[src/rtl/rot_pkg.sv]
// Shared types and constants for the rotate/shift stream stage.
// Op encoding is visible on the stage's input port, so keep it stable.
package rot_pkg;

   typedef enum logic [1:0] {
      ROTL = 2'd0,
      ROTR = 2'd1,
      SHL  = 2'd2,
      SHR  = 2'd3
   } op_t;

   localparam int FIFO_DEPTH = 2;

   // Pointers address a 2-entry buffer, so a single bit each is enough
   localparam int PTR_W = 1;
   localparam int FCNT_W = 2;

endpackage

[src/rtl/rot_core.sv]
// Purely combinational multi-function shifter: rotate left/right and logical shift left/right.
// Result width equals operand width; shifts fill with zeros.
module rot_core
   import rot_pkg::*;
#(
   parameter int WIDTH = 8,
   localparam int SHW = $clog2(WIDTH)
) (
   input  logic [WIDTH-1:0] i_data,
   input  logic [SHW-1:0]   i_shamt,
   input  op_t              i_op,
   output logic [WIDTH-1:0] o_result
);

   logic [2*WIDTH-1:0] w_dbl;
   logic [2*WIDTH-1:0] w_dblL;
   logic [2*WIDTH-1:0] w_dblR;

   // Rotates shift a doubled copy of the operand so bits wrap without a modulo step
   assign w_dbl  = {i_data, i_data};
   assign w_dblL = w_dbl << i_shamt;
   assign w_dblR = w_dbl >> i_shamt;

   always_comb begin
      o_result = i_data;
      case (i_op)
         ROTL: o_result = w_dblL[2*WIDTH-1:WIDTH];
         ROTR: o_result = w_dblR[WIDTH-1:0];
         SHL:  o_result = i_data << i_shamt;
         SHR:  o_result = i_data >> i_shamt;
         default: o_result = i_data;
      endcase
   end

endmodule

[src/rtl/rot_stream_stage.sv]
// Registered valid/ready wrapper around rot_core: one input register (S1) feeding a
// 2-entry output FIFO, plus a free-running count of delivered results.
module rot_stream_stage
   import rot_pkg::*;
#(
   parameter int WIDTH = 8,
   parameter int CNT_W = 16,
   localparam int SHW = $clog2(WIDTH)
) (
   input  logic             clk,
   input  logic             reset,
   input  logic             in_valid,
   output logic             in_ready,
   input  logic [WIDTH-1:0] in_data,
   input  logic [SHW-1:0]   in_shamt,
   input  op_t              in_op,
   output logic             out_valid,
   input  logic             out_ready,
   output logic [WIDTH-1:0] out_data,
   output logic [CNT_W-1:0] out_count
);

   logic             r_s1V;
   logic [WIDTH-1:0] r_s1Data;
   logic [SHW-1:0]   r_s1Shamt;
   op_t              r_s1Op;

   logic [WIDTH-1:0]  r_mem [FIFO_DEPTH];
   logic [PTR_W-1:0]  r_wrPtr;
   logic [PTR_W-1:0]  r_rdPtr;
   logic [FCNT_W-1:0] r_count;
   logic [CNT_W-1:0]  r_outCount;

   logic             w_push;
   logic             w_pop;
   logic             w_advance;
   logic             w_fifoHasRoom;
   logic [WIDTH-1:0] w_coreResult;

   // in_ready depends only on registered state, so out_ready never reaches it combinationally
   assign w_fifoHasRoom = (r_count < FCNT_W'(FIFO_DEPTH));
   assign in_ready      = !r_s1V || w_fifoHasRoom;
   assign w_push        = in_valid && in_ready;
   assign w_advance     = r_s1V && w_fifoHasRoom;
   assign out_valid     = (r_count != '0);
   assign w_pop         = out_valid && out_ready;
   assign out_data      = r_mem[r_rdPtr];
   assign out_count     = r_outCount;

   rot_core #(
      .WIDTH(WIDTH)
   ) u_core (
      .i_data  (r_s1Data),
      .i_shamt (r_s1Shamt),
      .i_op    (r_s1Op),
      .o_result(w_coreResult)
   );

   // A push in the same cycle as an advance refills S1 instead of emptying it
   always_ff @(posedge clk or posedge reset) begin
      if (reset) begin
         r_s1V     <= 1'b0;
         r_s1Data  <= '0;
         r_s1Shamt <= '0;
         r_s1Op    <= ROTL;
      end else if (w_push) begin
         r_s1V     <= 1'b1;
         r_s1Data  <= in_data;
         r_s1Shamt <= in_shamt;
         r_s1Op    <= in_op;
      end else if (w_advance) begin
         r_s1V     <= 1'b0;
      end
   end

   always_ff @(posedge clk or posedge reset) begin
      if (reset) begin
         for (int i = 0; i < FIFO_DEPTH; i++) begin
            r_mem[i] <= '0;
         end
         r_wrPtr <= '0;
         r_rdPtr <= '0;
         r_count <= '0;
      end else begin
         if (w_advance) begin
            r_mem[r_wrPtr] <= w_coreResult;
            r_wrPtr        <= r_wrPtr + 1'b1;
         end
         if (w_pop) begin
            r_rdPtr <= r_rdPtr + 1'b1;
         end
         case ({w_advance, w_pop})
            2'b10:   r_count <= r_count + 1'b1;
            2'b01:   r_count <= r_count - 1'b1;
            default: r_count <= r_count;
         endcase
      end
   end

   always_ff @(posedge clk or posedge reset) begin
      if (reset) begin
         r_outCount <= '0;
      end else if (w_pop) begin
         r_outCount <= r_outCount + 1'b1;
      end
   end

endmodule
[config.mk]
export PLATFORM = sky130hd
export DESIGN_NAME = rot_stream_stage
export DESIGN_NICKNAME = d
export VERILOG_FILES = /design/src/rtl/rot_pkg.sv /design/src/rtl/rot_core.sv /design/src/rtl/rot_stream_stage.sv
export SDC_FILE = /design/constraint.sdc
export NUM_CORES = 1
export LEC_CHECK = 0
export ABC_AREA = 1
export CELL_PAD_IN_SITES_DETAIL_PLACEMENT = 1
export CELL_PAD_IN_SITES_GLOBAL_PLACEMENT = 1
export CORE_MARGIN = 2
export CORE_UTILIZATION = 35
export DETAILED_ROUTE_END_ITERATION = 10
export MAX_ROUTING_LAYER = met4
export PLACE_DENSITY_LB_ADDON = 0.15
export SLEW_MARGIN = 20
export SYNTH_ARGS = -nofsm -noshare
export SYNTH_HDL_FRONTEND = slang
export SYNTH_SLANG_ARGS = --single-unit
[constraint.sdc]
create_clock -name clk -period 1.6 [get_ports clk]
set_input_delay 0.4 -clock clk [delete_from_list [all_inputs] [get_ports clk]]
set_output_delay 0.4 -clock clk [all_outputs]
set_load 0.02 [all_outputs]
==> impl_metrics.py <==
# Physical implementation metrics
metrics = {
    "placement": {
        "placed_cells": 545,
        "gp_congestion": 0.839,
        "numPortBuffers": 42,
        "place_hpwl_um": 5860,
    },
    "timing": {
        "slew_headroom_pct": 75.3,
        "slew_viol_final": 0,
        "tightest_slew_ns": 0.371,
        "fin_crit_ns": 1.54,
        "fin_skew_ns": 0.0149,
        "rsz0062_at_grt": "yes",
        "fin_crit_sh_pct": 96.3,
        "fin_hold_ws_ns": 0.484,
        "setup_tns_ns": 0,
    },
    "critical_path": {
        "crit_top_cell": "nand2_1",
        "crit_type": "flop to output pin",
        "crit_arrival_ns": 1.14,
        "critical_path.slowest_cell": "dfrtp_1",
        "critPathRequiredTime_ns": 1.20,
        "startpoint_type": "flop",
        "critPathMaxStageDelay_ns": 0.43,
        "critPathMaxFanout": 8,
    },
    "finish": {
        "drive_above_1_share_pct": 18.3,
        "area_growth_pct": 29.7,
        "finalNonFillerCells": 555,
        "diodes": 0,
        "nets": 471,
    },
    "global_routing": {
        "grt_max_degree": 51,
        "grt_pass1_vias": 2719,
        "antenna_found_initial": 0,
        "met3_usage_pct": 3.13,
        "overflow": 0,
        "grt_pass1_wl_um": 12700,
    },
    "clock_network": {
        "cts.path.max_buffers": 2,
        "cts_sinks": 50,
        "cts_root_buf": "clkbuf_8",
        "cts-htree-levels": 2,
        "cts_hold_buf": 0,
        "cts_made_buffers": 5,
        "cts_tree": "yes",
    },
    "detailed_routing": {
        "vias": 2720,
        "avgViaCountPerCell": 4.90,
        "drt_iter0_drc": 91,
        "drtPass1Iterations": 4,
        "drc_errors": 0,
        "antenna_left": 0,
        "drt-total-wl_um": 7540,
    },
    "logic_synthesis": {
        "ys_seq_share_pct": 44.4,
        "yosysCellCount": 380,
        "netlist_area_um2": 2820,
        "top_cells_by_count": "nand2_1, nand3_1, dfrtp_1",
        "ys.flop_type": "dfrtp_1",
        "top_cell_area_share_pct": 44.4,
        "yosysWarnings": 0,
        "ys_area_um2": 2820,
        "synth.most_common_cell": "nand2_1",
        "ys_ff": 50,
        "synth.net_count": 399,
        "area_leaders": "dfrtp_1, nand2_1, nand3_1",
        "syn-instance-count": 380,
        "edf_count": 0,
    },
    "floorplan": {
        "fp_util_pct": 36.3,
        "core_area_um2": 7770,
        "io_pins": 43,
        "dieArea_um2": 8780,
        "die_w_um": 93.7,
        "die_h_um": 93.7,
    },
    "worst_hold_path": {
        "hold_class": "flop to flop",
    },
    "outcome": {
        "outcome": "completed",
    },
    "power": {
        "power.total_w": 0.00718,
        "vdd_drop_max_uv": 621,
        "power.density_nw_per_um2": 1970,
    },
    "job": {
        "warnings": 27,
    },
}
-- power breakdown --
group / internal, W / switching [W] / leakage [nW]
registers: 0.00176 / 0.000422 / 0.595
logic: 0.00168 / 0.00258 / 1.26
clock network: 0.000310 / 0.000435 / 0.0452
total: 0.00374 / 0.00344 / 1.90
-- worst max-delay path: cells and delay by family (launching register included) --
| family | cells | cell delay [ns] |
|---|---|---|
| buf+inv | 2 | 0.30 |
| flops | 1 | 0.43 |
| simple gates | 2 | 0.11 |
-- stage by stage --
step / util (%) / cell area [um2] / setup slack, ns
detailed placement: 45.8 / 3560 / -0.282
global route: 47.0 / 3650 / -0.0266
finish: 47.0 / 3650 / 0.0588
floorplan: - / 2820 / 0.0423
CTS: 46.2 / 3580 / 0.00236
global placement: 45.8 / 3560 / -0.230
-- layer usage --
layer  share of wire (%)  routed length [um]
met1                  50                3770
met2                  46                3500
met3                 3.1                 233
met4                0.58                  44
met5                   0                   0
-- registers in the layout (all words and copies together) (netlist names) --
register,flops
r_s1Op,2
r_s1Data,8
r_count,2
out_count,16
r_s1V,1
r_s1Shamt,3
r_wrPtr,1
r_rdPtr,1
r_mem,16
-- placed cells by master, fill, tap and decap left out, types with 3 or more instances in the layout --
master | synthesis | layout
dfrtp_1 | 50 | 49
dlygate4sd2_1 | 0 | 16
nand3_1 | 66 | 66
clkdlybuf4s50_1 | 0 | 16
xnor2_1 | 5 | 5
buf_2 | 5 | 6
nand2_2 | 2 | 9
o21ai_1 | 0 | 3
mux2_2 | 6 | 6
nand4_1 | 4 | 4
a21oi_1 | 10 | 10
nor2_1 | 17 | 17
nand2_1 | 153 | 146
nor3_1 | 3 | 3
nor2_2 | 3 | 3
xor2_1 | 9 | 9
buf_4 | 3 | 31
inv_2 | 5 | 3
clkbuf_8 | 0 | 5
inv_1 | 21 | 20
-- final cells by class --
cell class / instances / area [um2]
fill: 996 / 4120
multi-input combinational: 293 / 1440
sequential: 50 / 1250
timing repair buffer: 75 / 636
tap: 102 / 128
inverter: 27 / 111
clock buffer: 6 / 72.6
clock inverter: 2 / 13.8
-- worst paths after layout --
check                        startpoint       endpoint  slack [ns]  cells past startpoint
setup / recovery                r_rdPtr    out_data[1]        0.06                      4
hold / removal                r_mem[13]      r_mem[13]        0.48                      2
setup reg to reg           r_s1Shamt[0]       r_mem[2]        0.10                     10
hold reg to reg               r_mem[13]      r_mem[13]        0.48                      2
max in group asynchronous         reset   r_s1Shamt[0]        0.86                      3
min in group asynchronous         reset  out_count[13]        0.49                      3
-- what timing repair did --
item                                    in CTS  in global routing
setup buffers                                0                  2
endpoints found under the setup margin      26                 17
resized                                     52                 22
-- kinds of logic (layout without fill, tap and decap cells) --
| kind of cell | count (synthesis) | in the layout | share of synthesized area [%] |
|---|---|---|---|
| AND/OR/NAND/NOR | 255 | 255 | 39.4 |
| XOR/XNOR | 14 | 14 | 4.35 |
| buffers and inverters | 37 | 110 | 5.55 |
| flip-flops | 50 | 50 | 44.4 |
| AND-OR/OR-AND | 16 | 16 | 2.93 |
| multiplexers | 6 | 6 | 2.40 |
| adder cells (fa/ha/maj) | 2 | 2 | 0.888 |
### Floorplan with the power grid

Pins as bars on the die edge. Tap cells in grey.
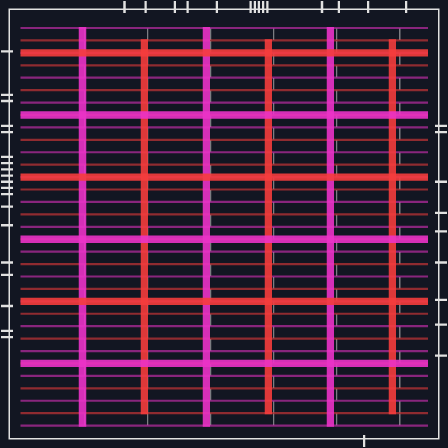
red -> VDD
magenta -> VSS
met1 rails = 33
met4 straps = 6
signal pins = 43

### Placed cells, one colour a class

The bar under the picture is 20 um long.
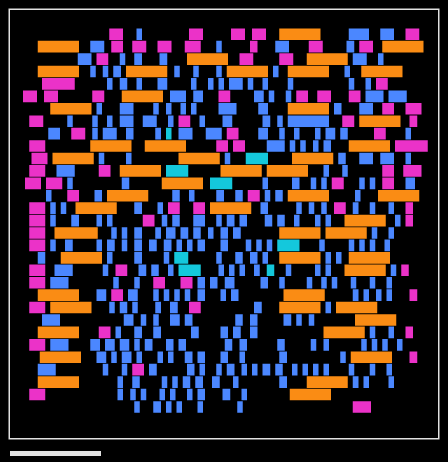
cyan -> clock drivers and dummy loads  # cells 8
orange -> registers  # cells 50
blue -> remaining logic cells  # cells 320
magenta -> remaining buffers and delay cells  # cells 75

### Routing congestion

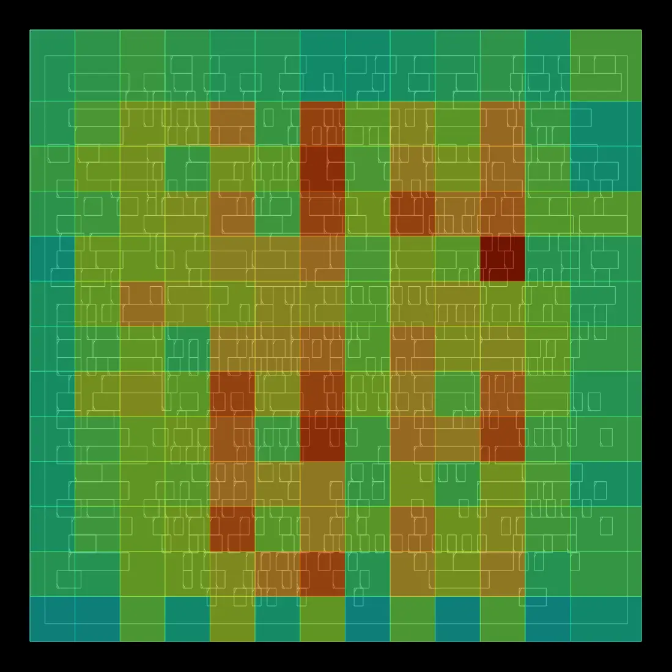
GRT met1 Usage: 26.0%
GRT Total Usage: 18.4%
met2 usage: 28.3%
GRT Max-Usage Layer: met2

### Clock wires, drivers and flops

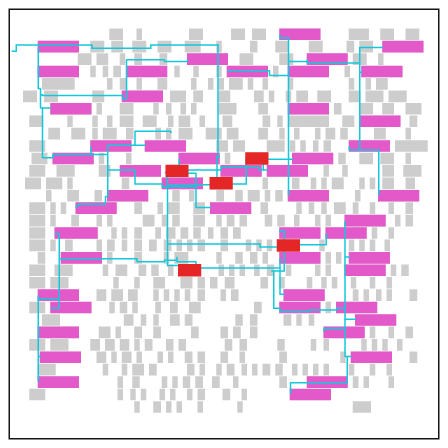
cyan -> clock wires  # length 672 um
red -> clock-net drivers  # count 5
magenta -> flip-flops  # count 50
flops lie = all over the die

### Register map, names as in the netlist

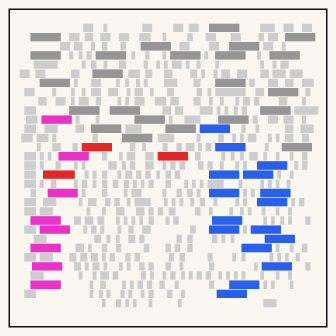
red -> r_s1Shamt  # placed flops 3
magenta -> r_s1Data  # placed flops 8
blue -> r_mem  # placed flops 16
not coloured = 23

No activity file was given, so power comes from the tool's default toggle rates.
